<file path="src/rtl/mips_pkg.sv">
// Shared MIPS decode definitions: opcodes, ALU op classes, field positions, control bundle.
// Latency: none (types and pure functions only).
// Backpressure: not applicable.
package mips_pkg;

  localparam int XLEN   = 32;
  localparam int REG_AW = 5;

  // Instruction field bit positions
  localparam int OPC_HI   = 31;
  localparam int OPC_LO   = 26;
  localparam int RS_HI    = 25;
  localparam int RS_LO    = 21;
  localparam int RT_HI    = 20;
  localparam int RT_LO    = 16;
  localparam int RD_HI    = 15;
  localparam int RD_LO    = 11;
  localparam int FUNCT_HI = 5;
  localparam int FUNCT_LO = 0;
  localparam int IMM_HI   = 15;
  localparam int IMM_LO   = 0;

  localparam logic [5:0] OP_RTYPE = 6'h00;
  localparam logic [5:0] OP_LW    = 6'h23;
  localparam logic [5:0] OP_SW    = 6'h2B;
  localparam logic [5:0] OP_BEQ   = 6'h04;
  localparam logic [5:0] OP_ADDI  = 6'h08;
  localparam logic [5:0] OP_ANDI  = 6'h0C;
  localparam logic [5:0] OP_ORI   = 6'h0D;
  localparam logic [5:0] OP_SLTI  = 6'h0A;

  typedef enum logic [2:0] {
    ALU_ADD   = 3'd0,
    ALU_SUB   = 3'd1,
    ALU_FUNCT = 3'd2,
    ALU_AND   = 3'd3,
    ALU_OR    = 3'd4,
    ALU_SLT   = 3'd5
  } alu_op_e;

  typedef struct packed {
    logic    reg_write;
    logic    mem_read;
    logic    mem_write;
    logic    alu_src;
    logic    reg_dst;
    logic    branch;
    alu_op_e alu_op;
    logic    illegal;
  } ctrl_t;

  typedef struct packed {
    logic              valid;
    logic [XLEN-1:0]   pc;
    logic [XLEN-1:0]   rs_data;
    logic [XLEN-1:0]   rt_data;
    logic [XLEN-1:0]   imm;
    logic [REG_AW-1:0] rs;
    logic [REG_AW-1:0] rt;
    logic [REG_AW-1:0] rd;
    logic [5:0]        funct;
    ctrl_t             ctrl;
  } idex_t;

  function automatic ctrl_t decode_ctrl(input logic [5:0] opc);
    ctrl_t c;
    c = '0;
    case (opc)
      OP_RTYPE: begin c.reg_write = 1'b1; c.reg_dst = 1'b1; c.alu_op = ALU_FUNCT; end
      OP_LW:    begin c.reg_write = 1'b1; c.mem_read = 1'b1; c.alu_src = 1'b1; c.alu_op = ALU_ADD; end
      OP_SW:    begin c.mem_write = 1'b1; c.alu_src = 1'b1; c.alu_op = ALU_ADD; end
      OP_BEQ:   begin c.branch = 1'b1; c.alu_op = ALU_SUB; end
      OP_ADDI:  begin c.reg_write = 1'b1; c.alu_src = 1'b1; c.alu_op = ALU_ADD; end
      OP_ANDI:  begin c.reg_write = 1'b1; c.alu_src = 1'b1; c.alu_op = ALU_AND; end
      OP_ORI:   begin c.reg_write = 1'b1; c.alu_src = 1'b1; c.alu_op = ALU_OR; end
      OP_SLTI:  begin c.reg_write = 1'b1; c.alu_src = 1'b1; c.alu_op = ALU_SLT; end
      default:  c.illegal = 1'b1;
    endcase
    return c;
  endfunction

  // Opcodes whose rt is a source operand (not just a destination)
  function automatic logic reads_rt(input logic [5:0] opc);
    return (opc == OP_RTYPE) || (opc == OP_SW) || (opc == OP_BEQ);
  endfunction

endpackage

</file>
<file path="src/rtl/instruction_decode_if.sv">
// Bundle between fetch/write-back/execute and the decode stage.
// Latency: none (wiring only).
// Backpressure: stall from decode holds fetch.
// Ports: master = environment (drives instr, pc, wb, ex hazard info; sees stall and ID/EX);
//        slave  = decode stage.
interface instruction_decode_if;
  import mips_pkg::*;

  logic [XLEN-1:0]   instr;
  logic [XLEN-1:0]   pc_in;
  logic              load_mem_en;
  logic              wb_en;
  logic [REG_AW-1:0] wb_addr;
  logic [XLEN-1:0]   wb_data;
  logic              ex_mem_read;
  logic [REG_AW-1:0] ex_rt;

  logic              stall;
  logic              id_valid;
  logic [XLEN-1:0]   id_pc;
  logic [XLEN-1:0]   id_rs_data;
  logic [XLEN-1:0]   id_rt_data;
  logic [XLEN-1:0]   id_imm;
  logic [REG_AW-1:0] id_rs;
  logic [REG_AW-1:0] id_rt;
  logic [REG_AW-1:0] id_rd;
  logic [5:0]        id_funct;
  logic              id_reg_write;
  logic              id_mem_read;
  logic              id_mem_write;
  logic              id_alu_src;
  logic              id_reg_dst;
  logic              id_branch;
  logic [2:0]        id_alu_op;
  logic              id_illegal;

  modport master (
    output instr, pc_in, load_mem_en, wb_en, wb_addr, wb_data, ex_mem_read, ex_rt,
    input  stall, id_valid, id_pc, id_rs_data, id_rt_data, id_imm, id_rs, id_rt, id_rd,
           id_funct, id_reg_write, id_mem_read, id_mem_write, id_alu_src, id_reg_dst,
           id_branch, id_alu_op, id_illegal
  );

  modport slave (
    input  instr, pc_in, load_mem_en, wb_en, wb_addr, wb_data, ex_mem_read, ex_rt,
    output stall, id_valid, id_pc, id_rs_data, id_rt_data, id_imm, id_rs, id_rt, id_rd,
           id_funct, id_reg_write, id_mem_read, id_mem_write, id_alu_src, id_reg_dst,
           id_branch, id_alu_op, id_illegal
  );
endinterface

</file>
<file path="src/rtl/instruction_decode_register_file.sv">
// 2-read/1-write register file, r0 hardwired to zero, same-cycle write-back bypass.
// Latency: reads combinational, write lands on the rising edge.
// Backpressure: none.
// Ports: clk/rst_n; rs/rt read addresses and data; wb_en/wb_addr/wb_data write port.
module register_file #(
  parameter int NUM_REGS = 32,
  parameter int DATA_W   = 32,
  localparam int AW      = $clog2(NUM_REGS)
) (
  input  logic              clk,
  input  logic              rst_n,
  input  logic [AW-1:0]     rs_addr_i,
  input  logic [AW-1:0]     rt_addr_i,
  output logic [DATA_W-1:0] rs_data_o,
  output logic [DATA_W-1:0] rt_data_o,
  input  logic              wb_en_i,
  input  logic [AW-1:0]     wb_addr_i,
  input  logic [DATA_W-1:0] wb_data_i
);

  logic [DATA_W-1:0] regs_q [NUM_REGS];
  logic              wr_ok;

  assign wr_ok = wb_en_i && (wb_addr_i != '0);

  always_ff @(posedge clk or negedge rst_n) begin
    if (!rst_n) begin
      for (int i = 0; i < NUM_REGS; i++) regs_q[i] <= '0;
    end else if (wr_ok) begin
      regs_q[wb_addr_i] <= wb_data_i;
    end
  end

  // A write in flight this cycle is visible to the reader immediately; r0 is never
  // written so it always reads zero.
  assign rs_data_o = (wr_ok && wb_addr_i == rs_addr_i) ? wb_data_i : regs_q[rs_addr_i];
  assign rt_data_o = (wr_ok && wb_addr_i == rt_addr_i) ? wb_data_i : regs_q[rt_addr_i];

endmodule

</file>
<file path="src/rtl/instruction_decode.sv">
// MIPS decode stage: IF/ID register, field/control decode, register read, ID/EX register.
// Latency: instruction captured at edge N appears on id_* after edge N+1.
// Backpressure: combinational stall on load-use; IF/ID holds and ID/EX takes a bubble.
// Ports: clk, rst_n (async active-low); bus (slave) carries fetch, write-back,
//        execute hazard inputs and the stall / ID/EX outputs.
module instruction_decode
  import mips_pkg::*;
#(
  parameter int NUM_REGS = 32,
  parameter int DATA_W   = 32
) (
  input logic                 clk,
  input logic                 rst_n,
  instruction_decode_if.slave bus
);

  logic            ifid_vld_q;
  logic [XLEN-1:0] ifid_instr_q;
  logic [XLEN-1:0] ifid_pc_q;

  logic [5:0]        opc;
  logic [REG_AW-1:0] rs, rt, rd;
  logic [5:0]        funct;
  logic [15:0]       imm16;
  logic [XLEN-1:0]   rs_data, rt_data;
  logic              stall;
  idex_t             idex_d, idex_q;

  assign opc   = ifid_instr_q[OPC_HI:OPC_LO];
  assign rs    = ifid_instr_q[RS_HI:RS_LO];
  assign rt    = ifid_instr_q[RT_HI:RT_LO];
  assign rd    = ifid_instr_q[RD_HI:RD_LO];
  assign funct = ifid_instr_q[FUNCT_HI:FUNCT_LO];
  assign imm16 = ifid_instr_q[IMM_HI:IMM_LO];

  register_file #(
    .NUM_REGS (NUM_REGS),
    .DATA_W   (DATA_W)
  ) u_rf (
    .clk       (clk),
    .rst_n     (rst_n),
    .rs_addr_i (rs),
    .rt_addr_i (rt),
    .rs_data_o (rs_data),
    .rt_data_o (rt_data),
    .wb_en_i   (bus.wb_en),
    .wb_addr_i (bus.wb_addr),
    .wb_data_i (bus.wb_data)
  );

  // Load-use hazard. rt only counts where it is a source; a load into r0 never hazards.
  // IF/ID valid is cleared asynchronously, so stall drops as soon as reset asserts.
  assign stall = ifid_vld_q && bus.ex_mem_read && (bus.ex_rt != '0) &&
                 ((bus.ex_rt == rs) || ((bus.ex_rt == rt) && reads_rt(opc)));
  assign bus.stall = stall;

  // IF/ID: a memory load-in bubbles even over a stall.
  always_ff @(posedge clk or negedge rst_n) begin
    if (!rst_n) begin
      ifid_vld_q   <= 1'b0;
      ifid_instr_q <= '0;
      ifid_pc_q    <= '0;
    end else if (bus.load_mem_en) begin
      ifid_vld_q <= 1'b0;
    end else if (!stall) begin
      ifid_vld_q   <= 1'b1;
      ifid_instr_q <= bus.instr;
      ifid_pc_q    <= bus.pc_in;
    end
  end

  // Bubbles (stall or empty IF/ID) are driven as all-zero bundles.
  always_comb begin
    idex_d = '0;
    if (ifid_vld_q && !stall) begin
      idex_d.valid   = 1'b1;
      idex_d.pc      = ifid_pc_q;
      idex_d.rs_data = rs_data;
      idex_d.rt_data = rt_data;
      idex_d.imm     = (opc == OP_ANDI || opc == OP_ORI) ? {16'h0000, imm16}
                                                         : {{16{imm16[15]}}, imm16};
      idex_d.rs      = rs;
      idex_d.rt      = rt;
      idex_d.rd      = rd;
      idex_d.funct   = funct;
      idex_d.ctrl    = decode_ctrl(opc);
    end
  end

  always_ff @(posedge clk or negedge rst_n) begin
    if (!rst_n) idex_q <= '0;
    else        idex_q <= idex_d;
  end

  assign bus.id_valid     = idex_q.valid;
  assign bus.id_pc        = idex_q.pc;
  assign bus.id_rs_data   = idex_q.rs_data;
  assign bus.id_rt_data   = idex_q.rt_data;
  assign bus.id_imm       = idex_q.imm;
  assign bus.id_rs        = idex_q.rs;
  assign bus.id_rt        = idex_q.rt;
  assign bus.id_rd        = idex_q.rd;
  assign bus.id_funct     = idex_q.funct;
  assign bus.id_reg_write = idex_q.ctrl.reg_write;
  assign bus.id_mem_read  = idex_q.ctrl.mem_read;
  assign bus.id_mem_write = idex_q.ctrl.mem_write;
  assign bus.id_alu_src   = idex_q.ctrl.alu_src;
  assign bus.id_reg_dst   = idex_q.ctrl.reg_dst;
  assign bus.id_branch    = idex_q.ctrl.branch;
  assign bus.id_alu_op    = idex_q.ctrl.alu_op;
  assign bus.id_illegal   = idex_q.ctrl.illegal;

endmodule

</file>
<file path="src/flat_wrapper.sv">
// flat-port wrapper written by rule: the top's interface ports become plain ports
module instruction_decode_flat import mips_pkg::*;
#(
  parameter int NUM_REGS = 32,
  parameter int DATA_W   = 32
)
  (clk, rst_n, bus_instr, bus_pc_in, bus_load_mem_en, bus_wb_en, bus_wb_addr, bus_wb_data, bus_ex_mem_read, bus_ex_rt, bus_stall, bus_id_valid, bus_id_pc, bus_id_rs_data, bus_id_rt_data, bus_id_imm, bus_id_rs, bus_id_rt, bus_id_rd, bus_id_funct, bus_id_reg_write, bus_id_mem_read, bus_id_mem_write, bus_id_alu_src, bus_id_reg_dst, bus_id_branch, bus_id_alu_op, bus_id_illegal);
  instruction_decode_if bus_i ();
  input logic clk;
  input logic rst_n;
  input wire logic [$bits(bus_i.instr)-1:0] bus_instr;
  input wire logic [$bits(bus_i.pc_in)-1:0] bus_pc_in;
  input wire logic [$bits(bus_i.load_mem_en)-1:0] bus_load_mem_en;
  input wire logic [$bits(bus_i.wb_en)-1:0] bus_wb_en;
  input wire logic [$bits(bus_i.wb_addr)-1:0] bus_wb_addr;
  input wire logic [$bits(bus_i.wb_data)-1:0] bus_wb_data;
  input wire logic [$bits(bus_i.ex_mem_read)-1:0] bus_ex_mem_read;
  input wire logic [$bits(bus_i.ex_rt)-1:0] bus_ex_rt;
  output wire logic [$bits(bus_i.stall)-1:0] bus_stall;
  output wire logic [$bits(bus_i.id_valid)-1:0] bus_id_valid;
  output wire logic [$bits(bus_i.id_pc)-1:0] bus_id_pc;
  output wire logic [$bits(bus_i.id_rs_data)-1:0] bus_id_rs_data;
  output wire logic [$bits(bus_i.id_rt_data)-1:0] bus_id_rt_data;
  output wire logic [$bits(bus_i.id_imm)-1:0] bus_id_imm;
  output wire logic [$bits(bus_i.id_rs)-1:0] bus_id_rs;
  output wire logic [$bits(bus_i.id_rt)-1:0] bus_id_rt;
  output wire logic [$bits(bus_i.id_rd)-1:0] bus_id_rd;
  output wire logic [$bits(bus_i.id_funct)-1:0] bus_id_funct;
  output wire logic [$bits(bus_i.id_reg_write)-1:0] bus_id_reg_write;
  output wire logic [$bits(bus_i.id_mem_read)-1:0] bus_id_mem_read;
  output wire logic [$bits(bus_i.id_mem_write)-1:0] bus_id_mem_write;
  output wire logic [$bits(bus_i.id_alu_src)-1:0] bus_id_alu_src;
  output wire logic [$bits(bus_i.id_reg_dst)-1:0] bus_id_reg_dst;
  output wire logic [$bits(bus_i.id_branch)-1:0] bus_id_branch;
  output wire logic [$bits(bus_i.id_alu_op)-1:0] bus_id_alu_op;
  output wire logic [$bits(bus_i.id_illegal)-1:0] bus_id_illegal;
  assign bus_i.instr = bus_instr;
  assign bus_i.pc_in = bus_pc_in;
  assign bus_i.load_mem_en = bus_load_mem_en;
  assign bus_i.wb_en = bus_wb_en;
  assign bus_i.wb_addr = bus_wb_addr;
  assign bus_i.wb_data = bus_wb_data;
  assign bus_i.ex_mem_read = bus_ex_mem_read;
  assign bus_i.ex_rt = bus_ex_rt;
  assign bus_stall = bus_i.stall;
  assign bus_id_valid = bus_i.id_valid;
  assign bus_id_pc = bus_i.id_pc;
  assign bus_id_rs_data = bus_i.id_rs_data;
  assign bus_id_rt_data = bus_i.id_rt_data;
  assign bus_id_imm = bus_i.id_imm;
  assign bus_id_rs = bus_i.id_rs;
  assign bus_id_rt = bus_i.id_rt;
  assign bus_id_rd = bus_i.id_rd;
  assign bus_id_funct = bus_i.id_funct;
  assign bus_id_reg_write = bus_i.id_reg_write;
  assign bus_id_mem_read = bus_i.id_mem_read;
  assign bus_id_mem_write = bus_i.id_mem_write;
  assign bus_id_alu_src = bus_i.id_alu_src;
  assign bus_id_reg_dst = bus_i.id_reg_dst;
  assign bus_id_branch = bus_i.id_branch;
  assign bus_id_alu_op = bus_i.id_alu_op;
  assign bus_id_illegal = bus_i.id_illegal;
  instruction_decode #(.NUM_REGS(NUM_REGS), .DATA_W(DATA_W)) u_core (.clk(clk), .rst_n(rst_n), .bus(bus_i));
endmodule
</file>
<file path="config.mk">
export PLATFORM = sky130hd
export DESIGN_NAME = instruction_decode_flat
export DESIGN_NICKNAME = d
export VERILOG_FILES = /design/src/rtl/mips_pkg.sv /design/src/rtl/instruction_decode_if.sv /design/src/rtl/instruction_decode_register_file.sv /design/src/rtl/instruction_decode.sv /design/src/flat_wrapper.sv
export SDC_FILE = /design/constraint.sdc
export NUM_CORES = 2
export LEC_CHECK = 0
export ABC_AREA = 1
export CAP_MARGIN = 40
export CELL_PAD_IN_SITES_DETAIL_PLACEMENT = 1
export CELL_PAD_IN_SITES_GLOBAL_PLACEMENT = 2
export CORE_UTILIZATION = 38
export DETAILED_ROUTE_END_ITERATION = 8
export PLACE_DENSITY_LB_ADDON = 0.1
export SYNTH_ARGS = -nofsm -noshare
export SYNTH_HDL_FRONTEND = slang
export SYNTH_SLANG_ARGS = --single-unit
</file>
<file path="constraint.sdc">
create_clock -name clk -period 5.4 [get_ports clk]
set_input_delay 0.54 -clock clk [delete_from_list [all_inputs] [get_ports clk]]
set_output_delay 0.54 -clock clk [all_outputs]
set_load 0.02 [all_outputs]
</file>
==> GITHUB_STEP_SUMMARY <==
### Metrics collected by this job

| Metric | Value |
|---|---|
| Status | `finished clean` |
| Setup crit end kind | `output port` |
| CTS clk-pin slew, worst paths | `approximately 60 ps` |
| Clk network pwr share | `0.365` |
| Seq pwr share | `0.404` |
| Power Internal | `around 20 mW` |
| Most area-hungry cell type in the Yosys netlist | `dfrtp_1` |
| Switching Fraction | `0.344` |
| Main synth FF type | `dfrtp_1` |
| Flop share of the area | `0.400` |
| Unique cell types | `22` |
| DRT iter0 DRCs | `6137` |
| Residual DRC count | `0` |
| CP delay by family, top | `buffers and inverters` |
| Crit-path max cell delay | `830 ps` |
| Ys flops | `between 1k and 1.5k` |
| Placer congestion estimate | `approximately 0.83` |
| DR vias/cell | `5.63` |
| Storage element area | `~30000 um^2` |
| Mapped Area | `approximately 66000 um^2` |
| Non-Filler Instances | `between 10k and 15k` |
| Critical-path top delay cell | `dfrtp_4` |
| Yosys warnings | `0` |
| Combinational share of cell area | `0.391` |
| Syn_nets | `around 9.8k` |
| Clock Path Buffers | `3` |
| I/O pins | `272` |
| Tap Count | `2310` |
| Initial antenna violation count | `11` |
| Wire per inst | `25.5 um` |
| Gr ovfl total | `0` |
| Comb power frac | `0.231` |
| Worst Path Required | `a little under 5000 ps` |
| Layout area overhead | `16.1%` |
| DR WL met3 | `roughly 19 mm` |
| Final count of hold timing violations | `0` |
| Power Clock | `10.9 mW` |
| CP arrival | `between 3000 and 4000 ps` |
| DRT antenna net count | `0` |
| Final clock-cell share | `0.0684` |
| Lkg Pwr | `between 30 and 40 nW` |
| Chip area | `between 150000 and 200000 um^2` |
| Max_slew headroom | `0.322` |
| Max-cap viol count | `0` |
| Met1 WL | `133 mm` |
| Largest net degree at the start of global routing | `about 160` |
| Seq. pwr | `about 12 mW` |
| Hold endpoint | `u_core.ifid_pc_q[17]$_DFFE_PN0P_` |
| Detailed Routing Iterations Pass 1 | `7` |
| Cycle use final | `0.789` |
| NumNets Final | `~9.5k` |
| CTS root buffer | `clkbuf_16` |
| Clock period minus worst slack | `between 4000 and 5000 ps` |
| Post-synthesis sequential area ratio | `0.463` |
| Share of layout cells above drive strength 1 | `0.0531` |
| CTS tree | `done` |
| DP Area | `about 70000 um^2` |
| Flop count | `1223` |
| DIE WIDTH | `roughly 420 um` |
| Vias in the first global route | `between 60k and 70k` |
| WP depth | `10` |
| Post-cts hold buffer count | `1` |
| Startpoint Class | `flip-flop` |
| Inverter count | `640` |
| Port Buffers | `between 200 and 300` |
| Buf/Inv on CP | `4` |
| # rows | `about 150` |
| Final setup vio count | `0` |
| R2R Setup Slk | `approximately 1800 ps` |
| Comb. cell area | `30000 um^2` |
| Hold depth | `3` |
| Final setup TNS | `0 ps` |
| Syn_area_per_cell | `around 6.9 um^2` |
| Cells after synthesis | `a little under 10k` |
| Clock Skews | `25.3 ps` |
| Worst hold slack | `between 200 and 300 ps` |
| Chip Height | `~420 um` |
| Antenna cell count | `9` |
| Psw | `slightly above 10 mW` |
| Crit path max fanout | `about 69` |
| OpenROAD warnings | `66` |
| Power Density | `around 400 nW/um^2` |
| Hold_sp | `bus_pc_in[17]` |
| Reg2reg end | `u_core.bus.id_rt_data[12]$_DFF_PN0_` |
| Synth cell count leaders | `nand2_1, nand3_1, dfrtp_1, o21ai_0, clkbuf_1` |
| Latency at later pin | `around 840 ps` |
| Tightest Pin Transition | `1020 ps` |
| Post-cts sizing count | `0` |
| Yosys Instances | `just under 10k` |
| Max Clock Freq | `~230 MHz` |
| Most frequent CP cell | `nand2_1` |
| Setup Buffers After CTS | `0` |
| R2R cell count | `9` |
| Top cells by area | `dfrtp_1, nand2_1, nand3_1` |
| Post-synth EDFFs | `0` |
| Cts bufs inserted | `~150` |
| Signal buffers share of area | `0.0705` |
| Most common cell in the netlist | `nand2_1` |
| Total power | `roughly 30 mW` |
| Core Box Area | `172000 um^2` |
| Repair and plain buffers | `roughly 450` |
| Worst Setup EP | `bus_stall` |
| Yosys stat area | `66000 um^2` |
| Post-placement cell count | `11.6k` |
| Met2 routed WL | `140 mm` |
| Fillers | `about 22k` |
| Max VDD drop | `0.337 mV` |
| DP Worst Slack | `roughly 1800 ps` |
| HP Class | `input port to flip-flop` |
| CTS H-Tree Depth | `4` |
| Post-route setup slack | `between 1000 and 1500 ps` |
| Hpwl dp | `between 150 and 200 mm` |
| RSZ-0062 raised after global routing | `false` |
| Init Core Util | `0.384` |
| Slew Viols, Final | `0` |
| CTS sink cnt | `around 1.2k` |
| Highest metal used | `met5` |
| Launch point of the worst path | `u_core.ifid_instr_q[17]$_DFFE_PN0P_` |
| Largest power group | `sequential cells` |
| Global Route Usage Sum | `0.345` |
| Largest class | `flip-flops and latches` |
| Multi-input gates | `approximately 7k` |
| Comb group | `roughly 6.9 mW` |
| Clk_buf instances | `approximately 230` |
| Top cell area share | `0.463` |
| First-pass GRT wire length | `roughly 450 mm` |
| Async S/R FF share, synth | `1.00` |
| Critical setup path kind | `flip-flop to output port` |
| Worst path cell trace | `inv_8, buf_16, nand2_1, o21ai_0, nor2_1, nand3_1, nand2_1, nand2_4, inv_1, clkdlybuf4s50_1` |
| Final Cell Area | `76700 um^2` |
| Reg2reg start | `u_core.ifid_instr_q[17]$_DFFE_PN0P_` |
-- routing by layer --
layer	up-vias	GRT usage
met1	33900	0.463
li1	30100	-
met4	2	0.121
met2	2127	0.563
met5	-	0
met3	534	0.0554
-- registers in the layout, summed over array words and instances (netlist names) --
signal,cells
u_core.ifid_instr_q,32
u_core.bus.id_mem_read,1
u_core.bus.id_imm,17
u_core.ifid_vld_q,1
u_core.bus.id_illegal,1
u_core.bus.id_reg_write,1
u_core.bus.id_reg_dst,1
u_core.bus.id_pc,32
u_core.ifid_pc_q,32
u_core.bus.id_mem_write,1
u_core.bus.id_valid,1
u_core.bus.id_rt,5
u_core.bus.id_rt_data,32
u_core.bus.id_branch,1
u_core.bus.id_alu_op,3
u_core.bus.id_rs_data,32
u_core.bus.id_rs,5
u_core.u_rf.regs_q,1024
u_core.bus.id_alu_src,1
-- cell usage in the layout (no fill, tap or decap), types with 9 or more instances in the layout --
cell	netlist	layout
a21oi_1	66	65
bufinv_16	0	13
inv_6	0	9
buf_12	0	37
dfrtp_4	0	11
clkdlybuf4s50_1	0	270
xnor2_1	9	9
clkinv_2	0	28
diode_2	0	9
o21ai_1	27	27
dfrtp_1	1223	1212
inv_1	620	615
nor2_1	361	359
nand2_4	0	28
o21ai_0	969	969
clkbuf_8	0	39
clkbuf_1	686	31
buf_8	0	9
nand2_1	3712	3681
buf_4	26	94
nand3_1	1771	1771
inv_2	10	11
buf_16	0	40
clkbuf_16	0	158
-- cell families (layout without fill, tap and decap cells) --
family                 Yosys count  after routing  share of synthesized area
AND/OR/NAND/NOR               5867           5867                      0.368
buffers and inverters         1476           1373                     0.0864
flip-flops                    1223           1223                      0.463
AND-OR/OR-AND                 1062           1062                     0.0805
XOR/XNOR                        13             13                    0.00172
other                            0              9                          0
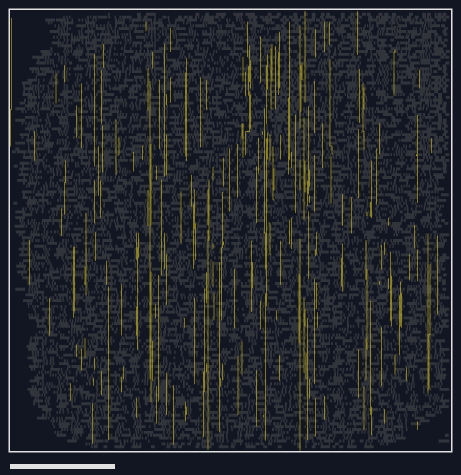
layer_met4.png
Bar = 100 um.
main direction	vertical
longest straight run	283 um
nets with wire on the layer	126
via count: 66.7k
Post-Route WL: 303 mm

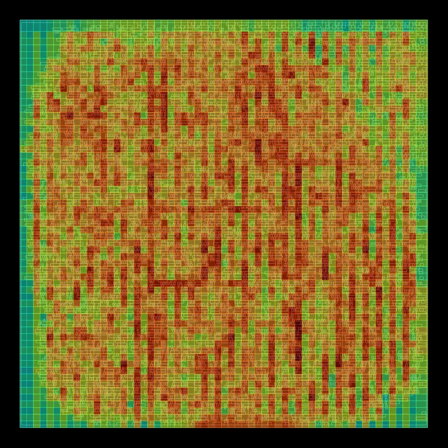
congestion.png
grt met3 use: 0.0554
final core occ: 0.445

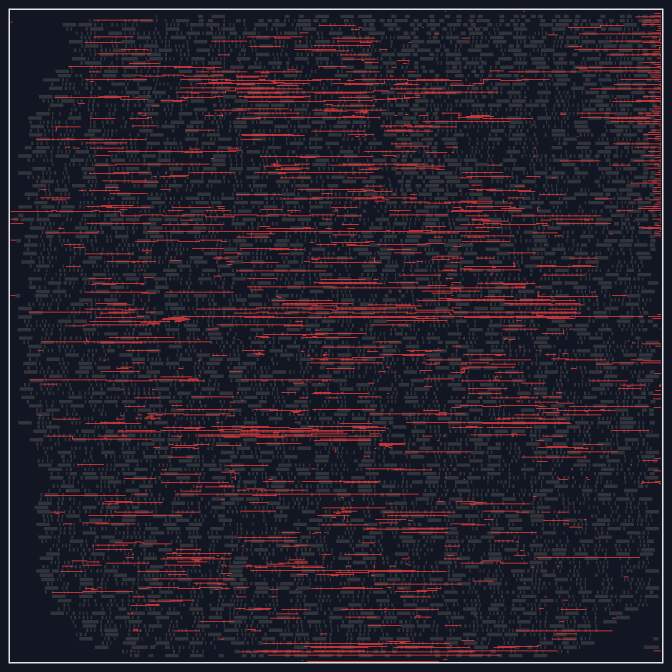
layer_met3.png
longest straight run	202 um
wire length on this layer	19400 um
main direction	horizontal
nets with wire on the layer	521

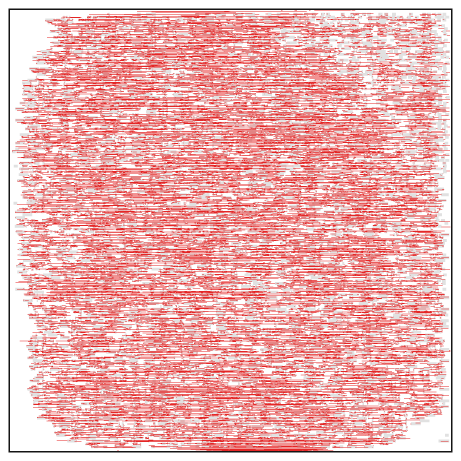
layer_met1.png
longest straight run	172 um
nets with wire on the layer	8750
share of all routed wire	44%
routing usage on met1: 0.463

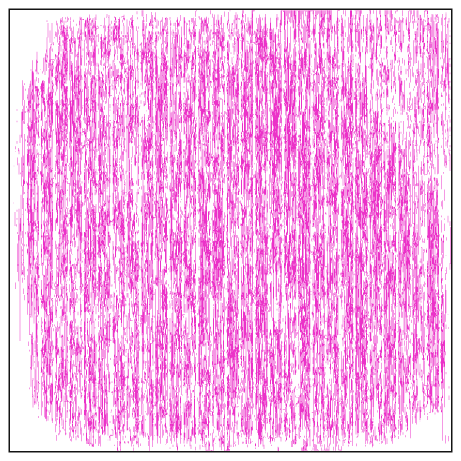
layer_met2.png
main direction	vertical
wire length on this layer	140 mm
nets with wire on the layer	7473
M2 GR Usage: 0.563

Power and IR drop assume default switching activity.
